### M2 wires

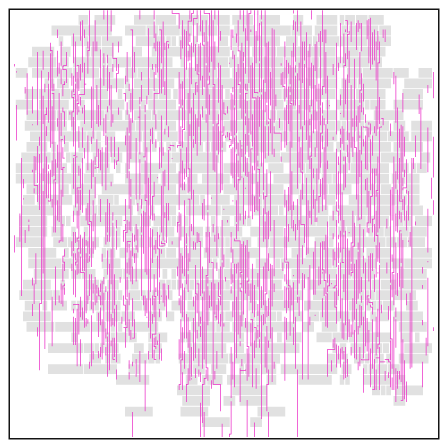
### Sequential cells coloured by netlist name

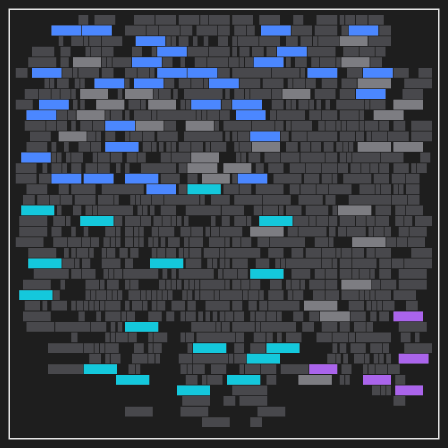
### Routing congestion map

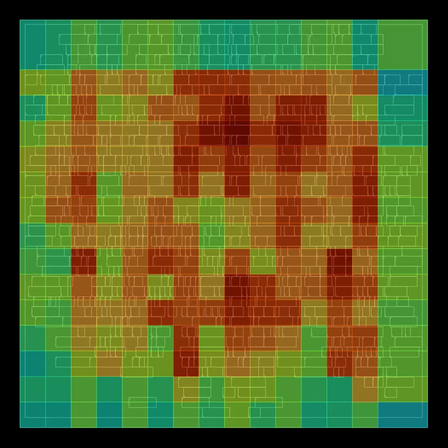
### M1 wires

Supply wires on this layer in grey.
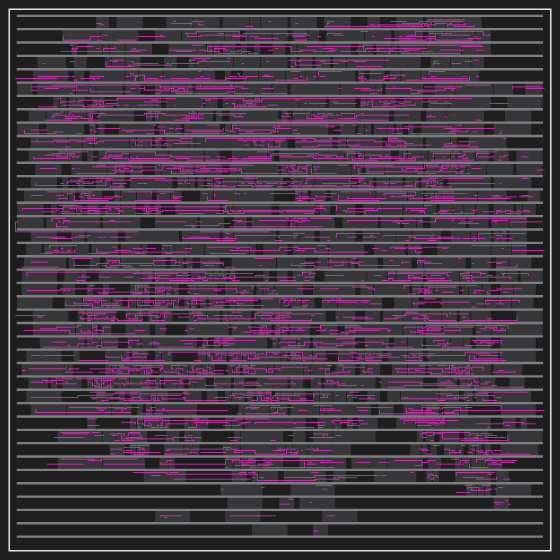
### src/rtl/prog_loader.sv
// prog_loader: streams 16-bit halfwords from a host, packs them high-half-first
// into 32-bit instruction words and writes them into the core's instruction
// memory. Holds the core in reset while loading.
//
// Ports:
//   clk, sys_rst_n         clock, synchronous active-low reset
//   start, len             load request and word count (1..DEPTH), sampled in IDLE
//   s_valid, s_data        host halfword stream
//   s_ready                loader accepts a halfword this cycle
//   mem_we/addr/wdata      instruction memory write port
//   cpu_rst                active-high core reset
//   busy, done             session in progress / one-cycle completion pulse
//   err                    sticky flag for a rejected start
//   checksum               sum mod 2^16 of halfwords accepted this session
module prog_loader #(
    parameter int unsigned DEPTH = 16,
    parameter int unsigned AW    = 4
) (
    input  logic          clk,
    input  logic          sys_rst_n,
    input  logic          start,
    input  logic [AW:0]   len,
    input  logic          s_valid,
    input  logic [15:0]   s_data,
    output logic          s_ready,
    output logic          mem_we,
    output logic [AW-1:0] mem_addr,
    output logic [31:0]   mem_wdata,
    output logic          cpu_rst,
    output logic          busy,
    output logic          done,
    output logic          err,
    output logic [15:0]   checksum
);

    localparam int unsigned HW = 16;
    localparam int unsigned WW = 32;
    localparam int unsigned LW = AW + 1;

    typedef enum logic [2:0] {
        ST_IDLE  = 3'd0,
        ST_HI    = 3'd1,
        ST_LO    = 3'd2,
        ST_WRITE = 3'd3,
        ST_DONE  = 3'd4
    } state_t;

    state_t        state_q, state_d;
    logic [LW-1:0] len_q, len_d;
    logic [AW-1:0] addr_q, addr_d;
    logic [HW-1:0] hi_q, hi_d;
    logic [WW-1:0] wdata_q, wdata_d;
    logic [HW-1:0] checksum_q, checksum_d;
    logic          err_q, err_d;
    logic          cpu_rst_q, cpu_rst_d;
    logic          s_ready_q, s_ready_d;
    logic          mem_we_q, mem_we_d;
    logic          busy_q, busy_d;
    logic          done_q, done_d;

    logic hs;
    logic len_ok;
    logic last_word;

    // s_ready_q mirrors HI/LO membership, so the handshake needs no state decode.
    assign hs        = s_valid && s_ready_q;
    assign len_ok    = (len != '0) && (len <= LW'(DEPTH));
    assign last_word = ({1'b0, addr_q} == (len_q - LW'(1)));

    // State register
    always_ff @(posedge clk) begin
        if (!sys_rst_n) begin
            state_q <= ST_IDLE;
        end else begin
            state_q <= state_d;
        end
    end

    // Next-state logic
    always_comb begin
        state_d = state_q;
        case (state_q)
            ST_IDLE:  if (start && len_ok) state_d = ST_HI;
            ST_HI:    if (hs) state_d = ST_LO;
            ST_LO:    if (hs) state_d = ST_WRITE;
            ST_WRITE: state_d = last_word ? ST_DONE : ST_HI;
            ST_DONE:  state_d = ST_IDLE;
            default:  state_d = ST_IDLE;
        endcase
    end

    // Output / datapath next values; status outputs are registered from state_d
    always_comb begin
        len_d      = len_q;
        addr_d     = addr_q;
        hi_d       = hi_q;
        wdata_d    = wdata_q;
        checksum_d = checksum_q;
        err_d      = err_q;
        cpu_rst_d  = cpu_rst_q;
        s_ready_d  = (state_d == ST_HI) || (state_d == ST_LO);
        mem_we_d   = (state_d == ST_WRITE);
        busy_d     = (state_d != ST_IDLE);
        done_d     = (state_d == ST_DONE);

        case (state_q)
            ST_IDLE: begin
                if (start) begin
                    if (len_ok) begin
                        len_d      = len;
                        addr_d     = '0;
                        checksum_d = '0;
                        err_d      = 1'b0;
                        cpu_rst_d  = 1'b1;
                    end else begin
                        err_d = 1'b1;
                    end
                end
            end
            ST_HI: begin
                if (hs) begin
                    hi_d       = s_data;
                    checksum_d = checksum_q + s_data;
                end
            end
            ST_LO: begin
                if (hs) begin
                    wdata_d    = {hi_q, s_data};
                    checksum_d = checksum_q + s_data;
                end
            end
            ST_WRITE: begin
                // Hold on the last word so the address never wraps at len=DEPTH.
                if (!last_word) addr_d = addr_q + AW'(1);
            end
            ST_DONE: begin
                cpu_rst_d = 1'b0;
            end
            default: ;
        endcase
    end

    // Datapath and output registers
    always_ff @(posedge clk) begin
        if (!sys_rst_n) begin
            len_q      <= '0;
            addr_q     <= '0;
            hi_q       <= '0;
            wdata_q    <= '0;
            checksum_q <= '0;
            err_q      <= 1'b0;
            cpu_rst_q  <= 1'b1;
            s_ready_q  <= 1'b0;
            mem_we_q   <= 1'b0;
            busy_q     <= 1'b0;
            done_q     <= 1'b0;
        end else begin
            len_q      <= len_d;
            addr_q     <= addr_d;
            hi_q       <= hi_d;
            wdata_q    <= wdata_d;
            checksum_q <= checksum_d;
            err_q      <= err_d;
            cpu_rst_q  <= cpu_rst_d;
            s_ready_q  <= s_ready_d;
            mem_we_q   <= mem_we_d;
            busy_q     <= busy_d;
            done_q     <= done_d;
        end
    end

    assign s_ready   = s_ready_q;
    assign mem_we    = mem_we_q;
    assign mem_addr  = addr_q;
    assign mem_wdata = wdata_q;
    assign cpu_rst   = cpu_rst_q;
    assign busy      = busy_q;
    assign done      = done_q;
    assign err       = err_q;
    assign checksum  = checksum_q;

endmodule

### config.mk
export PLATFORM = sky130hd
export DESIGN_NAME = prog_loader
export DESIGN_NICKNAME = d
export VERILOG_FILES = /design/src/rtl/prog_loader.sv
export SDC_FILE = /design/constraint.sdc
export NUM_CORES = 1
export LEC_CHECK = 0
export ABC_AREA = 1
export CAP_MARGIN = 10
export CORE_UTILIZATION = 35
export CTS_BUF_LIST = sky130_fd_sc_hd__clkbuf_8
export DETAILED_ROUTE_END_ITERATION = 10
export SETUP_SLACK_MARGIN = 0.4
export SYNTH_ARGS = -nofsm -noshare
export SYNTH_HDL_FRONTEND = slang
export SYNTH_SLANG_ARGS = --single-unit
### constraint.sdc
create_clock -name clk -period 1.6 [get_ports clk]
set_clock_uncertainty 0.1 [all_clocks]
set_input_delay 0.24 -clock clk [delete_from_list [all_inputs] [get_ports clk]]
set_output_delay 0.24 -clock clk [all_outputs]
set_load 0.05 [all_outputs]
==> out/metrics.cfg <==
[worst_setup_path]
r2r-start=len_q[0]
r2r-end=busy

[flow_run]
max-cap-violations=0

[final_timing]
finalSetupViolations=44
hold_viol=0
setup_ws_ns=-0.173
min_period_over_period=1.11

[pwr]
p_int_uw=3340
power.leakage_uw=0.00374
powerDensity_nw_per_um2=566
max-vdd-ir-drop_mv=0.554
pwr-share-comb=0.196

[synthesis]
ys_cells=591
ys_top_cells_by_area=dfxtp_1, nand2_1, nor2_1
top_area_frac=0.402
ys_area_sq_um=4080
yosys.area.top_type=dfxtp_1
ys_seq_frac=0.402

[clocking]
cts.hold.buffers_added=0
cts_made_buffers=9
insertion_delay_ns=0.37
cts_tree=done
clockRootBuffer=clkbuf_8
clk_pin_slew_ns=0.08
cts_max_path_buffers=2

[finish]
area_growth_pct=103
lay_top_count=nand2_1
most-common-layout-cells=nand2_1, buf_4, nor2_1

[drt]
first_pass_iters=4
drtIter0Drc=301
viasPerCell=4.98

[placed_design]
io_buffers=82
gp_congestion=0.849

[global_route]
grt_max_degree=51
grt_first_pass_wirelength_um=22100

[floorplanning]
fp.dieW_um=110
die_height_um=110
io_pins=83

[worst_hold_path]
min-delay-start=len[0]

[status]
status=finished, violations left
violations=setup timing

Notes on 'M2 wires' above:
wire length on this layer = 8280 um
nets with wire on the layer = 766
main direction = vertical
longest straight run = 60.2 um
GRT met2 Usage: 0.436
DRT Wirelength: 15700 um
Via Count: 4759

Notes on 'Sequential cells coloured by netlist name' above:
`checksum` -> cyan  # sequential cells 16
`mem_wdata` -> blue  # sequential cells 32
`len_q` -> purple  # sequential cells 5, where lower right
register area: 1780 sq um
Seq/total area: 0.215
end-of-flow core utilization: 0.729

Notes on 'Routing congestion map' above:
GR Util met3: 0.0541
grt peak-use layer: met2
Routed WL per cell: 16.5 um
met1 Use GR: 0.267

Notes on 'M1 wires' above:
share of all routed wire = 39%
nets with wire on the layer = 768
wire length on this layer = 6110 um
main direction = horizontal

[per-layer routing]
layer / up-vias / track usage / part of all wire
met1: 2260 / 0.267 / 0.39
met3: 50 / 0.0541 / 0.045
met2: 130 / 0.436 / 0.53
met4: 0 / 0.118 / 0.042
li1: 2319 / - / -
met5: - / 0 / 0
[cell type report]
type | instances | area, sq um
diodes | 1 | 2.50
clock buffers | 9 | 124
multi-input cells | 427 | 3150
repair buffers | 224 | 2690
fillers | 768 | 3090
inverters | 63 | 267
clock inverters | 7 | 95.1
flip-flops and latches | 82 | 1780
well taps | 143 | 179
[worst max-delay path by stage]
stage,from,end,slack [ns],cells after the start
after CTS,len_q[0],busy,-0.09,10
after floorplan,checksum[0],checksum[8],-0.11,11
after detailed placement,s_data[0],checksum[8],-0.60,12
after global routing,len_q[0],busy,-0.30,10
after global placement,s_data[0],checksum[8],-0.53,12
final,len_q[0],busy,-0.17,10
[critical path, stage by stage, from the launching register on]
cell and delay [ns]:
dfxtp_2 0.35, inv_2 0.05, ha_4 0.25, xor2_1 0.15
nand3b_1 0.14, nor2_4 0.18, nand3_4 0.13, nand2_4 0.14
nand2_2 0.06, nand2_2 0.07, nand2_1 0.05
[sequential cells by signal, summed over array words and instances, names as in the netlist, 3 cells and up]
| name | cells |
|---|---|
| mem_addr | 4 |
| checksum | 16 |
| mem_wdata | 32 |
| hi_q | 16 |
| state_q | 3 |
| len_q | 5 |
[timing repair]
action	4_1_cts	5_1_grt
setup buffers	46	26
cloned	6	1
resized	293	150
pin swaps	82	104
endpoints found under the setup margin	140	140
[Yosys cell counts]
master and number:
a21oi_1 33, a21oi_2 3, a31oi_1 1, and2_1 3
buf_1 1, buf_12 1, buf_2 7, buf_4 1
clkbuf_1 8, clkbuf_2 1, dfxtp_1 82, fa_1 1
ha_1 17, inv_1 60, inv_2 3, nand2_1 130
nand2_2 1, nand2_4 1, nand3_1 31, nand3_2 7
nand3b_1 6, nand4_1 5, nor2_1 119, nor2_8 1
nor3_2 1, o21ai_0 56, or2_2 3, xor2_1 8
[per-stage QoR]
step,total power (uW),setup TNS (ns),cell area (sq um),instances
final,4690,-1.47,8280,956
after global routing,4860,-6.28,8280,956
after CTS,4570,-0.486,7540,928
after detailed placement,2780,-13.12,6000,860
after global placement,2770,-11.46,6000,860
after floorplan,2470,-0.299,4470,591
[cell families (layout without fill, tap and decap cells)]
logic type | count (synthesis) | after routing | share of synthesized area
and+or+nand+nor | 308 | 308 | 0.324
xor gates and xnor gates | 8 | 8 | 0.0172
DFF | 82 | 82 | 0.402
other | 0 | 1 | 0
buffers and inverters | 82 | 303 | 0.0828
AOI/OAI and AO/OA | 93 | 93 | 0.117
adders and majority gates | 18 | 18 | 0.0570
[power groups by stage]
| stage | combinational, uW | sequential (uW) | clock, uW |
|---|---|---|---|
| floorplan | 310 | 2160 | 0 |
| global placement | 658 | 2110 | 0 |
| detailed placement | 667 | 2110 | 0 |
| CTS | 780 | 2060 | 1730 |
| global route | 975 | 2070 | 1820 |
| finish | 918 | 2060 | 1710 |
Power and IR drop assume default switching activity.
